==> images/placed.png <==
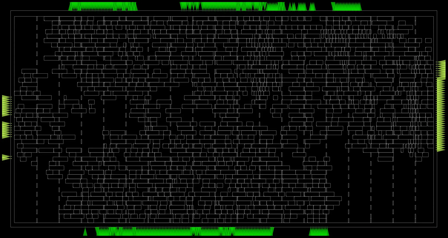
==> images/sizing.png <==
Scale: 2 px per um.
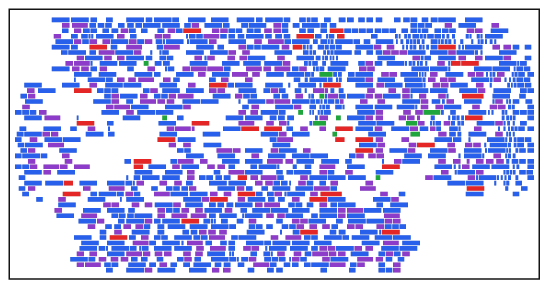
==> images/layers.png <==
Scale: 2 px per um. Only two layers are drawn.
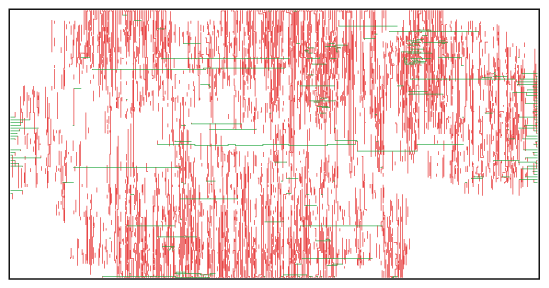
==> images/pinout.png <==
Scale: 2 px per um. Pins as bars across the die edge, other pins in grey.
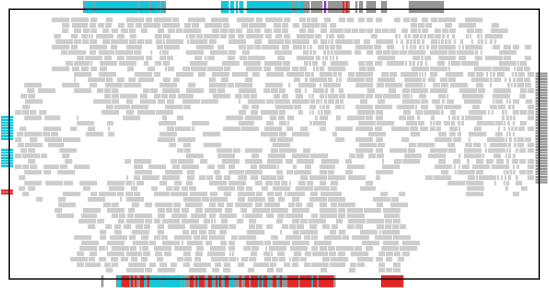
### src/rtl/memory_pkg.sv
// memory_pkg: shared types and default widths for the lane memory arbiter
package memory_pkg;
  localparam int MEM_BLOCK_DIM = 8;
  localparam int MEM_ADDR_W = 16;
  localparam int MEM_DATA_W = 9;
  typedef struct packed {
    logic                  valid;
    logic                  we;
    logic [MEM_ADDR_W-1:0] addr;
    logic [MEM_DATA_W-1:0] wdata;
  } lane_req_pkt;
  typedef enum logic [1:0] {IDLE, SERVE, DRAIN, HOLD} arb_state_t;
endpackage

### src/rtl/lane_prio_enc.sv
// lane_prio_enc: lowest-set-bit encoder returning index and found flag
module lane_prio_enc #(
  parameter int N = 8,
  localparam int W = N > 1 ? $clog2(N) : 1
) (
  input  logic [N-1:0] req_i,
  output logic [W-1:0] idx_o,
  output logic         found_o
);
  // scan downward so the lowest set bit is the last one written
  always_comb begin
    idx_o = '0;
    for (int j = N - 1; j >= 0; j--) if (req_i[j]) idx_o = W'(j);
  end
  assign found_o = |req_i;
endmodule

### src/rtl/lane_mem_arbiter.sv
// lane_mem_arbiter: serialises one instruction's per-lane requests onto a single-port RAM
module lane_mem_arbiter
  import memory_pkg::*;
#(
  parameter int BLOCK_DIM = MEM_BLOCK_DIM,
  parameter int ADDR_W = MEM_ADDR_W,
  parameter int DATA_W = MEM_DATA_W
) (
  input  logic                        clk,
  input  logic                        rst,
  input  logic [BLOCK_DIM-1:0]        req_valid,
  input  logic [BLOCK_DIM-1:0]        req_we,
  input  logic [BLOCK_DIM*ADDR_W-1:0] req_addr,
  input  logic [BLOCK_DIM*DATA_W-1:0] req_wdata,
  input  logic                        ext_stall,
  output logic                        mem_en,
  output logic                        mem_we,
  output logic [ADDR_W-1:0]           mem_addr,
  output logic [DATA_W-1:0]           mem_wdata,
  input  logic [DATA_W-1:0]           mem_rdata,
  output logic [BLOCK_DIM*DATA_W-1:0] lane_rdata,
  output logic                        stall_out
);
  localparam int LW = BLOCK_DIM > 1 ? $clog2(BLOCK_DIM) : 1;
  arb_state_t                       state_q;
  logic [BLOCK_DIM-1:0]             pending_q, pending_d, we_q;
  logic [BLOCK_DIM-1:0][ADDR_W-1:0] addr_q;
  logic [BLOCK_DIM-1:0][DATA_W-1:0] wdata_q, rdata_q;
  logic                             rd_vld_q;
  logic [LW-1:0]                    rd_lane_q, k;
  logic                             found, serve;
  lane_prio_enc #(.N(BLOCK_DIM)) u_enc (
    .req_i  (pending_q),
    .idx_o  (k),
    .found_o(found)
  );
  assign serve = state_q == SERVE && found;
  assign pending_d = pending_q & ~(BLOCK_DIM'(1) << k);
  // memory port is decoded from latched requests so it falls with async reset
  assign mem_en = serve;
  assign mem_we = serve & we_q[k];
  assign mem_addr = serve ? addr_q[k] : '0;
  assign mem_wdata = serve ? wdata_q[k] : '0;
  assign stall_out = !rst && (state_q == SERVE || (state_q == IDLE && |req_valid));
  // read data of the lane issued last cycle bypasses the capture register
  always_comb begin
    lane_rdata = rdata_q;
    if (rd_vld_q) lane_rdata[rd_lane_q*DATA_W +: DATA_W] = mem_rdata;
  end
  // batch FSM: latch on detect, issue lowest pending lane, capture returning reads
  always_ff @(posedge clk or posedge rst) begin
    if (rst) begin
      state_q   <= IDLE;
      pending_q <= '0;
      we_q      <= '0;
      addr_q    <= '0;
      wdata_q   <= '0;
      rdata_q   <= '0;
      rd_vld_q  <= 1'b0;
      rd_lane_q <= '0;
    end else begin
      rd_vld_q  <= serve && !we_q[k];
      rd_lane_q <= k;
      if (rd_vld_q) rdata_q[rd_lane_q] <= mem_rdata;
      case (state_q)
        IDLE: if (|req_valid) begin
          pending_q <= req_valid;
          we_q      <= req_we;
          addr_q    <= req_addr;
          wdata_q   <= req_wdata;
          state_q   <= SERVE;
        end
        SERVE: begin
          pending_q <= pending_d;
          if (pending_d == '0) state_q <= DRAIN;
        end
        DRAIN: state_q <= ext_stall ? HOLD : IDLE;
        default: if (!ext_stall) state_q <= IDLE;
      endcase
    end
  end
endmodule

### config.mk
export PLATFORM = sky130hd
export DESIGN_NAME = lane_mem_arbiter
export DESIGN_NICKNAME = d
export VERILOG_FILES = /design/src/rtl/memory_pkg.sv /design/src/rtl/lane_prio_enc.sv /design/src/rtl/lane_mem_arbiter.sv
export SDC_FILE = /design/constraint.sdc
export NUM_CORES = 1
export LEC_CHECK = 0
export ABC_CLOCK_PERIOD_IN_PS = 20200
export CAP_MARGIN = 5
export CORE_ASPECT_RATIO = 0.5
export CORE_MARGIN = 2
export CORE_UTILIZATION = 41
export CTS_CLUSTER_SIZE = 14
export DETAILED_ROUTE_END_ITERATION = 16
export PLACE_DENSITY = 0.76
export SYNTH_ARGS = -nofsm -noshare
export SYNTH_HDL_FRONTEND = slang
export SYNTH_HIERARCHICAL = 1
export SYNTH_SLANG_ARGS = --single-unit
### constraint.sdc
create_clock -name clk -period 20.2 [get_ports clk]
set_input_delay 3.03 -clock clk [delete_from_list [all_inputs] [get_ports clk]]
set_output_delay 3.03 -clock clk [all_outputs]
set_load 0.005 [all_outputs]
==> notes.md <==
Entry: Yosys synthesis followed by OpenROAD place and route.

STA:
- The routed design could run at a clock period as short as 7960 ps.
- In the final timing run, aggregate negative setup slack is 0 ps.
- The run gives the final number of hold-violating endpoints as 0.
- The run gives the achievable frequency as 126 MHz.
- Across all hold checks on the routed design, the worst slack comes to 500 ps.
- Setup repair after global routing left no endpoint under its margin.
- Counting pins that exceed their max-slew limit in the final report gives 0.
- The pin closest to its max-slew limit shows a slew of 1260 ps.
- The run puts the worst-case headroom to the max-slew limit at 16.2%.
- The run gives the clock skew after layout as 12.5 ps.
- From the final report, the count of setup violators was given as 0.
- Across all setup checks in the final design, the least slack found is 12240 ps.
- The run puts the post-layout period usage of the worst path at 39.4%.

Final layout:
- The run puts the final-stage net count at 1534.
- The run gives the post-route standard cell area excluding fillers as 18400 um2.
- Leaving out filler cells and counting taps, the final layout contains 1768.
- The run gives the area added between synthesis and finish as 32.6%.
- The run puts the layout cell share with drive strength beyond 1 at 31.3%.

Route:
- For this block, the via count after detailed routing is 9568.
- The run gives the first-pass detailed-route iteration total as 5.
- Per the detail_route log, met3 wirelength is 1490 um.
- The run gives the detailed-route wire length on metal 1 as 16100 um.
- The run gives the highest layer used for signal routing as met4.
- The run gives the met2 wire length as 19500 um.
- The final layout contains routed wiring with a total length of 38400 um.
- The run puts the ratio of routed vias to standard cells at 5.41.
- The script parses the final routing iteration and logs DRC violations as 0.
- The run gives the post-detailed-route wirelength per cell as 21.7 um.
- Per the log, the first TritonRoute iteration ended with a DRC count of 598.
- The run gives the tally of nets with antenna violations remaining after routing as 0.

Worst setup path:
- STA classifies the critical path startpoint as an input pin.
- The run gives the standard cell with the maximum stage delay on the critical path as clkdlybuf4s50_1.
- The number of buffers and inverters on the critical path is 2.
- The run gives the data arrival at the endpoint of the critical path as 4930 ps.
- The signal on the critical path passes through clkdlybuf4s50_1 > nand3_1 > o21ai_0 > clkdlybuf4s50_1.
- Max fanout on the critical path was recorded as 13.
- Per STA, the endpoint of the critical path is lane_rdata[14].
- Broken down by cell family, the worst path's largest delay share belongs to buffers and inverters.
- The launch point of the worst register-to-register path is recorded as pending_q[6].
- Per STA, the highest per-stage delay on the worst path measures 890 ps.
- The setup path with the least slack is of type input pin to primary output.
- The run puts the depth of the worst register-to-register path at 8.
- The run gives the library cell appearing most often on the critical path as clkdlybuf4s50_1.
- The run puts the instance count on the critical path at 4.
- The run gives the slack of the worst reg-to-reg path as 16610 ps.
- The run puts the required time of the critical path at 17170 ps.
- Per the timing report, the most critical flop-to-flop path finishes at rd_vld_q.
- The worst setup path is captured at a primary output.
- The run gives the source of the critical timing path as mem_rdata[5].

Pwr:
- The run puts the largest voltage drop on the vdd net at 0.0943 mV.
- The run gives the leakage power total as 7.40 nW.
- The run puts the areal power density over the cells at 179 nW/um2.
- The run gives the total power draw as 3.29 mW.

Clock tree:
- The run gives the maximum count of clock buffers along a single path as 3.
- The number of clock buffers added by TritonCTS is 28.
- The run puts the clock slew seen by the registers of the worst setup and hold paths at 60 ps.
- The run puts the buffers inserted during post-CTS setup optimization at 0.
- The cell sitting at the root of the clock tree is a clkbuf_16.
- TritonCTS built the clock tree.
- The run gives the number of clock sinks as 294.
- Post-CTS repair ended up resizing 0 cells.
- Looking at the clock tree report, the H-tree level count equals 1.
- The run puts the hold buffer count at cts at 0.
- The clock reaches the later pin of the worst-skew pair after 550 ps.

Global routing:
- The global route stage reports its total congestion overflow as 0.
- The initial antenna violation count is 3.
- The run gives the first-pass GRT wire length as 59600 um.
- The run puts the overall fraction of global-route tracks in use at 21.6%.
- The via count of the first global-routing pass came to 10200.
- Entering global routing, the biggest net connects 223 pins.

Synth:
- For this design, Yosys synthesis ends with a cell count of 1007.
- The run gives the post-synthesis instance total as 1007.
- Per Yosys stat, the portion of area used by sequential elements is 53.0%.
- The run gives the yosys synthesis warning count as 6.
- The run gives the net count entering floorplan as 1239.
- In this run the mean area of a mapped cell was 13.8 um2.
- The most used flip-flop cell after synthesis is dfrtp_1.
- The run gives the netlist area before placement as 13900 um2.
- The run puts the count of library flops with an enable pin at 0.
- The run gives the number of library cell types mapped by synthesis as 49.
- The run gives the flip-flop and latch count after synthesis as 294.
- The run puts the share of async-settable or async-resettable flops after synthesis at 100%.
- Post-synthesis, Yosys gives the total cell area as 13900 um2.

Status:
- The run finished with clean final reports.

Floorplanning:
- The run gives the number of I/O pins as 328.
- According to the floorplan report, the total die area is 35500 um2.
- The run gives the area of the core region as 33200 um2.
- According to the floorplan report, the die width is 264 um.
- Before placement the cells fill 41.8% of the core.
- The run puts the chip height at 134 um.

Placed design:
- The run puts the post-place instance area at 17500 um2.
- The run gives the number of placed instances, taps included as 1713.
- The run gives the port buffer count as 327.
- Timing analysis after detailed placement gives a worst setup slack of 12260 ps.
- The run gives the detailed placer's ending HPWL as 27000 um.
- The congestion estimate from routability-driven global placement came to 0.933.

Worst hold path:
- In this run the most critical hold path is launched from addr_q[45].
- The run gives the path category of the worst min-delay check as register to register.

Flow run:
- The run puts the number of max-capacitance violations reported at 0.
- In this run the tools logged warnings totalling 33.
About placed.png:
post-layout util: 55.5%
flip-flop and latch share of the layout cell area: 39.9%
Core Rows: 47

About sizing.png:
Purple marks x2, cells 363, share 27%. Blue marks x1 and smaller, cells 910, share 69%. Green marks x3 and x4, cells 12, share 0.91%. Red marks x6 and larger, cells 39, share 2.9%.

About layers.png:
Red marks M2, wire length 19500 um. Green marks M3, wire length 1490 um.

About pinout.png:
Red marks req_wdata, pins 72, direction input, edge 68 south, 2 north, 2 west. Purple marks ext_stall, pins 1, direction input, edge north. Cyan marks req_addr, pins 128, direction input, edge 75 north, 37 south, 16 west.

-- synthesized netlist by cell type (2+ instances only) --
cell type	count	area, um2
nor3b_1	2	15.0
o21ai_0	66	330
clkbuf_1	20	75.1
nor3_2	2	20.0
dfrtp_1	294	7360
or3_1	2	12.5
nand4_1	4	25.0
nor4_1	2	12.5
nand3_1	17	85.1
a21o_1	2	15.0
a22o_1	4	35.0
buf_4	4	30.0
buf_2	44	220
ha_1	4	50.1
nor2_1	36	135
nand2b_1	3	18.8
mux4_2	52	1170
mux2i_1	29	290
mux2_2	297	3340
a22oi_1	2	15.0
a21oi_1	6	30.0
inv_1	6	22.5
nor2b_1	4	25.0
nand2_1	80	300
-- flip-flops by register name, indices dropped and copies added (netlist names) --
register,flops
addr_q,128
rd_lane_q,3
wdata_q,72
pending_q,8
rd_vld_q,1
state_q,2
rdata_q,72
we_q,8
-- cell type report --
cell class	count	area, um2
inverters	7	33.8
well taps	441	552
clock buffers	46	850
diodes	3	7.51
flip-flops and latches	294	7360
multi-input cells	636	6200
repair buffers	335	3350
clock inverters	6	80.1
fillers	2661	14800
-- cell usage in the layout, fill, tap and decap left out, types with 2 or more instances in the layout --
| master | instances |
|---|---|
| clkdlybuf4s50_1 | 327 |
| mux2_2 | 297 |
| dfrtp_1 | 294 |
| nand2_1 | 80 |
| o21ai_0 | 66 |
| mux4_2 | 52 |
| nor2_1 | 36 |
| mux2i_1 | 29 |
| clkbuf_16 | 29 |
| nand3_1 | 17 |
| clkbuf_1 | 11 |
| buf_4 | 7 |
| a21oi_1 | 6 |
| clkbuf_8 | 6 |
| inv_1 | 5 |
| nor2b_1 | 4 |
| nand4_1 | 4 |
| a22o_1 | 4 |
| ha_1 | 4 |
| clkinv_2 | 4 |
| diode_2 | 3 |
| nand2b_1 | 3 |
| nor4_1 | 2 |
| a21boi_4 | 2 |
| nor3b_2 | 2 |
| or3_1 | 2 |
| nor3_2 | 2 |
| a21o_1 | 2 |
| a22oi_1 | 2 |
| bufinv_16 | 2 |
-- where the power goes --
part	internal (mW)	total, mW	switching [mW]
logic	0.975	1.68	0.707
registers	0.892	1.07	0.179
clock network	0.312	0.538	0.226
-- how the worst min path moves through the flow --
stage                        to  slack, ps  cells past startpoint
finish               addr_q[45]        500                      1
global route        wdata_q[26]        510                      1
CTS                  addr_q[96]        500                      1
detailed placement   addr_q[96]        490                      1
global placement     addr_q[98]        480                      1
floorplan            rdata_q[0]        470                      1
-- cells by family (layout without fill, tap and decap cells) --
kind of cell | after synthesis | count (layout) | synth area share, %
compound gates | 91 | 91 | 3.81
xor+xnor | 2 | 2 | 0.126
fa+ha+maj | 4 | 4 | 0.360
buf+inv | 77 | 394 | 2.64
flops | 294 | 294 | 53.0
mux | 379 | 379 | 34.7
other cells | 0 | 3 | 0
simple gates | 160 | 160 | 5.42
-- per-layer routing --
metal | GRT usage (%) | vias up
li1 | - | 4259
met2 | 37.6 | 282
met5 | 0 | -
met3 | 3.51 | 77
met4 | 7.35 | 0
met1 | 27.7 | 4950
Power is estimated from default activity; no workload was simulated.
